`src/rtl/icache_if.sv`:
```
// Fetch-side and memory-side signal bundle for the direct-mapped instruction cache.
// The cache uses the slave view; the fetch stage and RAM controller together use the master view.
interface icache_if #(
   parameter int ADDR_WIDTH = 32,
   parameter int INST_WIDTH = 32
);
   logic                  flush_i;
   logic                  if_en_i;
   logic [ADDR_WIDTH-1:0] if_addr_i;
   logic                  if_rdy_o;
   logic [INST_WIDTH-1:0] if_inst_o;
   logic                  mem_en_o;
   logic [ADDR_WIDTH-1:0] mem_addr_o;
   logic                  mem_rdy_i;
   logic [INST_WIDTH-1:0] mem_inst_i;

   modport slave (
      input  flush_i, if_en_i, if_addr_i, mem_rdy_i, mem_inst_i,
      output if_rdy_o, if_inst_o, mem_en_o, mem_addr_o
   );

   modport master (
      output flush_i, if_en_i, if_addr_i, mem_rdy_i, mem_inst_i,
      input  if_rdy_o, if_inst_o, mem_en_o, mem_addr_o
   );
endinterface

```
`src/rtl/icache.sv`:
```
// Direct-mapped, one-word-per-line instruction cache. Hits answer one cycle after
// the request edge; misses hold a word read on the memory port until it returns.
module icache #(
   parameter int ADDR_WIDTH  = 32,
   parameter int INST_WIDTH  = 32,
   parameter int INDEX_WIDTH = 6
) (
   input  logic     clk_in,
   input  logic     rst_in,
   input  logic     rdy_in,
   icache_if.slave  bus
);
   localparam int LINES = 1 << INDEX_WIDTH;
   localparam int TAG_W = ADDR_WIDTH - INDEX_WIDTH - 2;

   typedef enum logic [1:0] {
      S_IDLE,
      S_MISS,
      S_DONE,
      S_ABORT
   } state_t;

   state_t                  r_state, w_state_nxt;
   logic                    r_if_rdy, w_if_rdy_nxt;
   logic [INST_WIDTH-1:0]   r_if_inst, w_if_inst_nxt;
   logic                    r_mem_en, w_mem_en_nxt;
   logic [ADDR_WIDTH-1:0]   r_mem_addr, w_mem_addr_nxt;
   logic                    w_fill;

   logic [LINES-1:0]        r_valid;
   logic [TAG_W-1:0]        r_tag  [LINES];
   logic [INST_WIDTH-1:0]   r_data [LINES];

   logic [INDEX_WIDTH-1:0]  w_index, w_fill_idx;
   logic [TAG_W-1:0]        w_tag, w_fill_tag;
   logic                    w_hit;
   logic                    w_unused;

   assign w_index    = bus.if_addr_i[INDEX_WIDTH+1:2];
   assign w_tag      = bus.if_addr_i[ADDR_WIDTH-1:INDEX_WIDTH+2];
   assign w_hit      = r_valid[w_index] && (r_tag[w_index] == w_tag);
   // Fill location comes from the held request address, not the live fetch address.
   assign w_fill_idx = r_mem_addr[INDEX_WIDTH+1:2];
   assign w_fill_tag = r_mem_addr[ADDR_WIDTH-1:INDEX_WIDTH+2];
   assign w_unused   = ^bus.if_addr_i[1:0];

   // NOTE: every always_comb output gets a default first, so no path can infer a latch.
   always_comb begin
      w_state_nxt    = r_state;
      w_if_rdy_nxt   = r_if_rdy;
      w_if_inst_nxt  = r_if_inst;
      w_mem_en_nxt   = r_mem_en;
      w_mem_addr_nxt = r_mem_addr;
      w_fill         = 1'b0;

      case (r_state)
         S_IDLE: begin
            w_if_rdy_nxt = 1'b0;
            if (!bus.flush_i && bus.if_en_i) begin
               if (w_hit) begin
                  w_if_inst_nxt = r_data[w_index];
                  w_if_rdy_nxt  = 1'b1;
                  w_state_nxt   = S_DONE;
               end else begin
                  w_mem_en_nxt   = 1'b1;
                  w_mem_addr_nxt = {bus.if_addr_i[ADDR_WIDTH-1:2], 2'b00};
                  w_state_nxt    = S_MISS;
               end
            end
         end
         S_MISS: begin
            if (bus.mem_rdy_i) begin
               w_fill       = 1'b1;
               w_mem_en_nxt = 1'b0;
               // A redirect on the completion edge still fills but delivers nothing.
               if (bus.flush_i) begin
                  w_state_nxt = S_IDLE;
               end else begin
                  w_if_inst_nxt = bus.mem_inst_i;
                  w_if_rdy_nxt  = 1'b1;
                  w_state_nxt   = S_DONE;
               end
            end else if (bus.flush_i) begin
               w_state_nxt = S_ABORT;
            end
         end
         S_DONE: begin
            w_if_rdy_nxt = 1'b0;
            w_state_nxt  = S_IDLE;
         end
         S_ABORT: begin
            if (bus.mem_rdy_i) begin
               w_fill       = 1'b1;
               w_mem_en_nxt = 1'b0;
               w_state_nxt  = S_IDLE;
            end
         end
         default: w_state_nxt = S_IDLE;
      endcase
   end

   // NOTE: sequential state uses non-blocking assignments so every register samples pre-edge values.
   always_ff @(posedge clk_in) begin
      if (rst_in) begin
         r_state    <= S_IDLE;
         r_if_rdy   <= 1'b0;
         r_if_inst  <= '0;
         r_mem_en   <= 1'b0;
         r_mem_addr <= '0;
         r_valid    <= '0;
      end else if (rdy_in) begin
         r_state    <= w_state_nxt;
         r_if_rdy   <= w_if_rdy_nxt;
         r_if_inst  <= w_if_inst_nxt;
         r_mem_en   <= w_mem_en_nxt;
         r_mem_addr <= w_mem_addr_nxt;
         if (w_fill) r_valid[w_fill_idx] <= 1'b1;
      end
   end

   // NOTE: tag and data arrays are not reset; the valid bits alone make their contents meaningful.
   always_ff @(posedge clk_in) begin
      if (!rst_in && rdy_in && w_fill) begin
         r_tag[w_fill_idx]  <= w_fill_tag;
         r_data[w_fill_idx] <= bus.mem_inst_i;
      end
   end

   assign bus.if_rdy_o   = r_if_rdy;
   assign bus.if_inst_o  = r_if_inst;
   assign bus.mem_en_o   = r_mem_en;
   assign bus.mem_addr_o = r_mem_addr;
endmodule

```
`src/flat_wrapper.sv`:
```
// flat-port wrapper written by rule: the top's interface ports become plain ports
module icache_flat 
#(
   parameter int ADDR_WIDTH  = 32,
   parameter int INST_WIDTH  = 32,
   parameter int INDEX_WIDTH = 6
)
  (clk_in, rst_in, rdy_in, bus_flush_i, bus_if_en_i, bus_if_addr_i, bus_mem_rdy_i, bus_mem_inst_i, bus_if_rdy_o, bus_if_inst_o, bus_mem_en_o, bus_mem_addr_o);
  icache_if #(.ADDR_WIDTH(ADDR_WIDTH), .INST_WIDTH(INST_WIDTH)) bus_i ();
  input  logic clk_in;
  input  logic rst_in;
  input  logic rdy_in;
  input wire logic [$bits(bus_i.flush_i)-1:0] bus_flush_i;
  input wire logic [$bits(bus_i.if_en_i)-1:0] bus_if_en_i;
  input wire logic [$bits(bus_i.if_addr_i)-1:0] bus_if_addr_i;
  input wire logic [$bits(bus_i.mem_rdy_i)-1:0] bus_mem_rdy_i;
  input wire logic [$bits(bus_i.mem_inst_i)-1:0] bus_mem_inst_i;
  output wire logic [$bits(bus_i.if_rdy_o)-1:0] bus_if_rdy_o;
  output wire logic [$bits(bus_i.if_inst_o)-1:0] bus_if_inst_o;
  output wire logic [$bits(bus_i.mem_en_o)-1:0] bus_mem_en_o;
  output wire logic [$bits(bus_i.mem_addr_o)-1:0] bus_mem_addr_o;
  assign bus_i.flush_i = bus_flush_i;
  assign bus_i.if_en_i = bus_if_en_i;
  assign bus_i.if_addr_i = bus_if_addr_i;
  assign bus_i.mem_rdy_i = bus_mem_rdy_i;
  assign bus_i.mem_inst_i = bus_mem_inst_i;
  assign bus_if_rdy_o = bus_i.if_rdy_o;
  assign bus_if_inst_o = bus_i.if_inst_o;
  assign bus_mem_en_o = bus_i.mem_en_o;
  assign bus_mem_addr_o = bus_i.mem_addr_o;
  icache #(.ADDR_WIDTH(ADDR_WIDTH), .INST_WIDTH(INST_WIDTH), .INDEX_WIDTH(INDEX_WIDTH)) u_core (.clk_in(clk_in), .rst_in(rst_in), .rdy_in(rdy_in), .bus(bus_i));
endmodule
```
`config.mk`:
```
export PLATFORM = sky130hd
export DESIGN_NAME = icache_flat
export DESIGN_NICKNAME = d
export VERILOG_FILES = /design/src/rtl/icache_if.sv /design/src/rtl/icache.sv /design/src/flat_wrapper.sv
export SDC_FILE = /design/constraint.sdc
export NUM_CORES = 2
export LEC_CHECK = 0
export ABC_CLOCK_PERIOD_IN_PS = 8600
export CAP_MARGIN = 5
export CORE_ASPECT_RATIO = 0.5
export CORE_MARGIN = 4
export CORE_UTILIZATION = 55
export CTS_BUF_LIST = sky130_fd_sc_hd__clkbuf_2 sky130_fd_sc_hd__clkbuf_4 sky130_fd_sc_hd__clkbuf_8
export CTS_CLUSTER_SIZE = 20
export DETAILED_ROUTE_END_ITERATION = 12
export PLACE_DENSITY = 0.77
export SLEW_MARGIN = 20
export SYNTH_ARGS = -nofsm -noshare
export SYNTH_HDL_FRONTEND = slang
export SYNTH_SLANG_ARGS = --single-unit
export TNS_END_PERCENT = 30
```
`constraint.sdc`:
```
create_clock -name clk_in -period 8.6 [get_ports clk_in]
set_clock_uncertainty 0.2 [all_clocks]
set_input_delay 1.72 -clock clk_in [delete_from_list [all_inputs] [get_ports clk_in]]
set_output_delay 1.72 -clock clk_in [all_outputs]
set_load 0.01 [all_outputs]
```
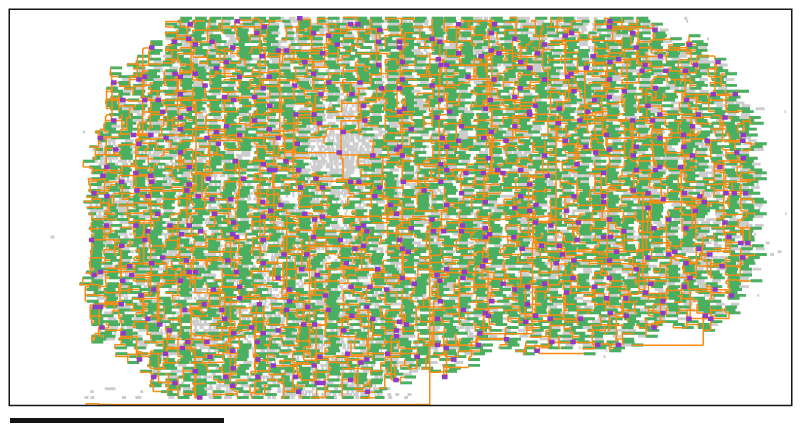
(clock distribution)
Bar = 200 microns.
legend:
  clock-net drivers:
    colour: purple
    count: 488
  flip-flops:
    colour: green
    count: 3714
  clock wires:
    colour: orange
    length: 40.7 mm
routed clock nets: 489
flops lie: widely spread

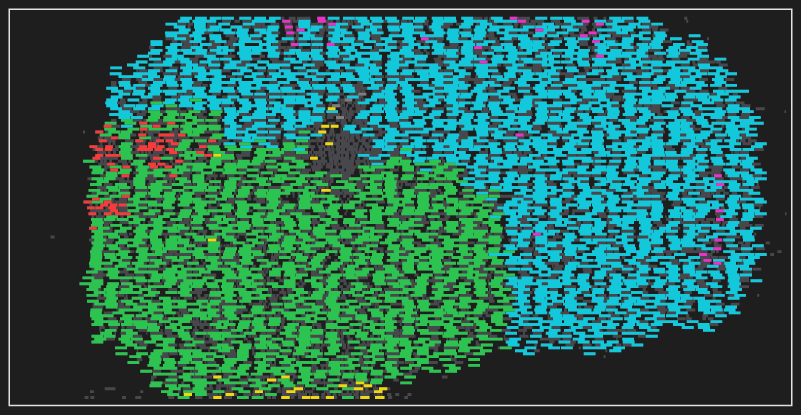
(sequential cells grouped by signal name)
Other sequential cells in the stronger grey, the rest of the logic in the fainter grey.
legend:
  u_core.bus.mem_addr_o:
    colour: yellow
    sequential_cells: 30
    where: a column down the middle
  u_core.r_valid:
    colour: red
    sequential_cells: 64
  u_core.r_data:
    colour: cyan
    sequential_cells: 2048
  u_core.r_tag:
    colour: green
    sequential_cells: 1536
  u_core.bus.if_inst_o:
    colour: magenta
    sequential_cells: 32

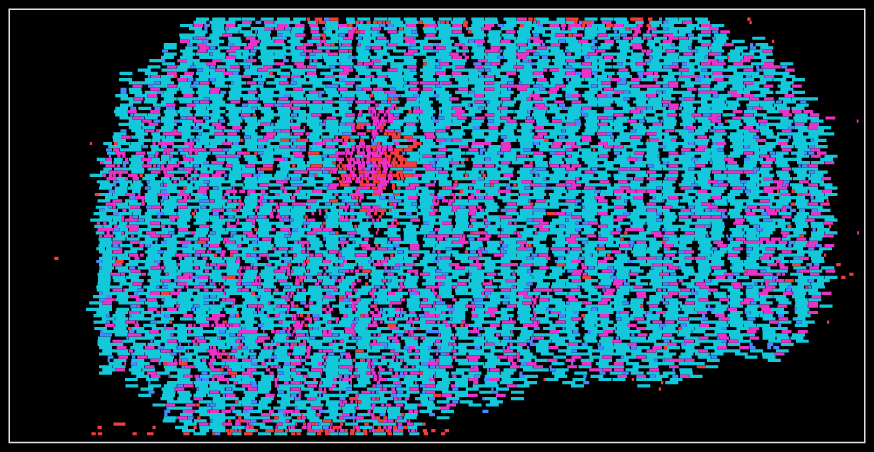
(placement by cell class)
legend:
  remaining buffers and delay cells:
    colour: red
    cells: 362
    share_of_their_area: 2.3%
  sequential cells:
    colour: cyan
    cells: 3714
    share_of_their_area: 71%
  remaining logic cells:
    colour: magenta
    cells: 2168
    share_of_their_area: 20%
  clock drivers and dummy loads:
    colour: blue
    cells: 899
    share_of_their_area: 6.4%

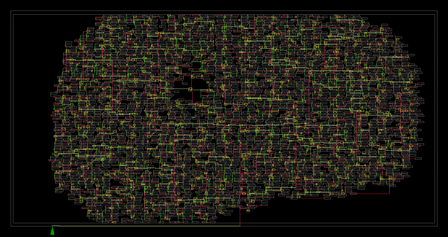
(the clock network)
clock tree sinks: 3714
Late-Pin Clk Latency: 1.06 ns
clock buf count: 729
flip-flops: 3714

==> reports/metrics.cfg <==
[die]
dieArea_sq_um=268000
rows=131
die_h_microns=368
nWellTaps=3458
fp_util=0.556

[finish]
synthToLayoutAreaGrowth_pct=11.6
inverters=14
register_area_sq_um=110000
layout.cells.most_common_list=edfxtp_1 (3584), mux4_2 (979), clkbuf_8 (548), mux2i_1 (295), buf_4 (192)
instances_no_fill=10607
largest_reg_flops=2048
nNonClkBuffers=362
logic_area_sq_um=31100
layout-drive-gt1-share=0.309
fin_util=0.621
mostFrequentLayoutCell=edfxtp_1
clock_area_frac=0.0620

[routing]
wire_per_inst_microns=36.2
top_layer=met5
drt-pass1-iter-count=6
wl_microns=384000
wl_met2_microns=169000

[global_route]
grt-ovfl-total=0
antenna_found_initial=15
grt_max_degree=141
grtUsageMet1=0.425
grtUsageTotal=0.286

[placement]
place_ws_ns=0.997
dp.cells=9700
dp_hpwl_microns=201000
portBuffers=131
dpl_cell_area_sq_um=149000

[setup_path]
setup.worst_path.start=bus_if_addr_i[3]
crit_end=u_core.bus.mem_addr_o[28]
crit_buf_inv=5
crit-reg2reg-launch=u_core.r_tag[16][12]
cp_data_required_time_ns=9.31
rrSetupSlack_ns=3.21
start_kind=primary input
worst_ep_arrival_time_ns=7.48
worst_path_most_repeated_cell=buf_4

[yosys]
top_area_cell=edfxtp_1
ys_sh_mux=0.177
edf_count=3584
adder_share=0.000351
synth.top_cell.area_share=0.754
xor_share=0.000921
syn-instance-count=6236
synth-main-ff-cell=edfxtp_1
yosys.area_share.simple=0.0143
postSynthSeqShare=0.773
ys_cells=6236

[power_and_ir_drop]
p_sw_mw=7.49
clk-power_mw=13.2
p_leak_nw=52.7
powerDensity_nw_per_um2=218
powerSeq_mw=19.8
power_mw=34.8
clockPowerShare=0.381
swShare=0.216
cellInternalPower_mw=27.3
power_leader=registers
ir_drop_uv=123

[cts]
cts_tree=built
cts.clk_slew.worst_paths_ns=0.06
cts_buffers=488
post_cts_buffers=0
cts_resized=0

[sta]
setup_viol=0
fin_crit_ns=6.77
final-hold-violation-count=0
setup_ws_ns=1.83
rsz0062_at_grt=no
tightest_slew_ns=1.21

[worst_hold_path]
hold_path_startpoint=u_core.r_valid[62]
min_path_cells=1
hp-class=reg2reg

[run]
warning_count=41
cap_violations=0

[outcome]
status=finished, final reports clean

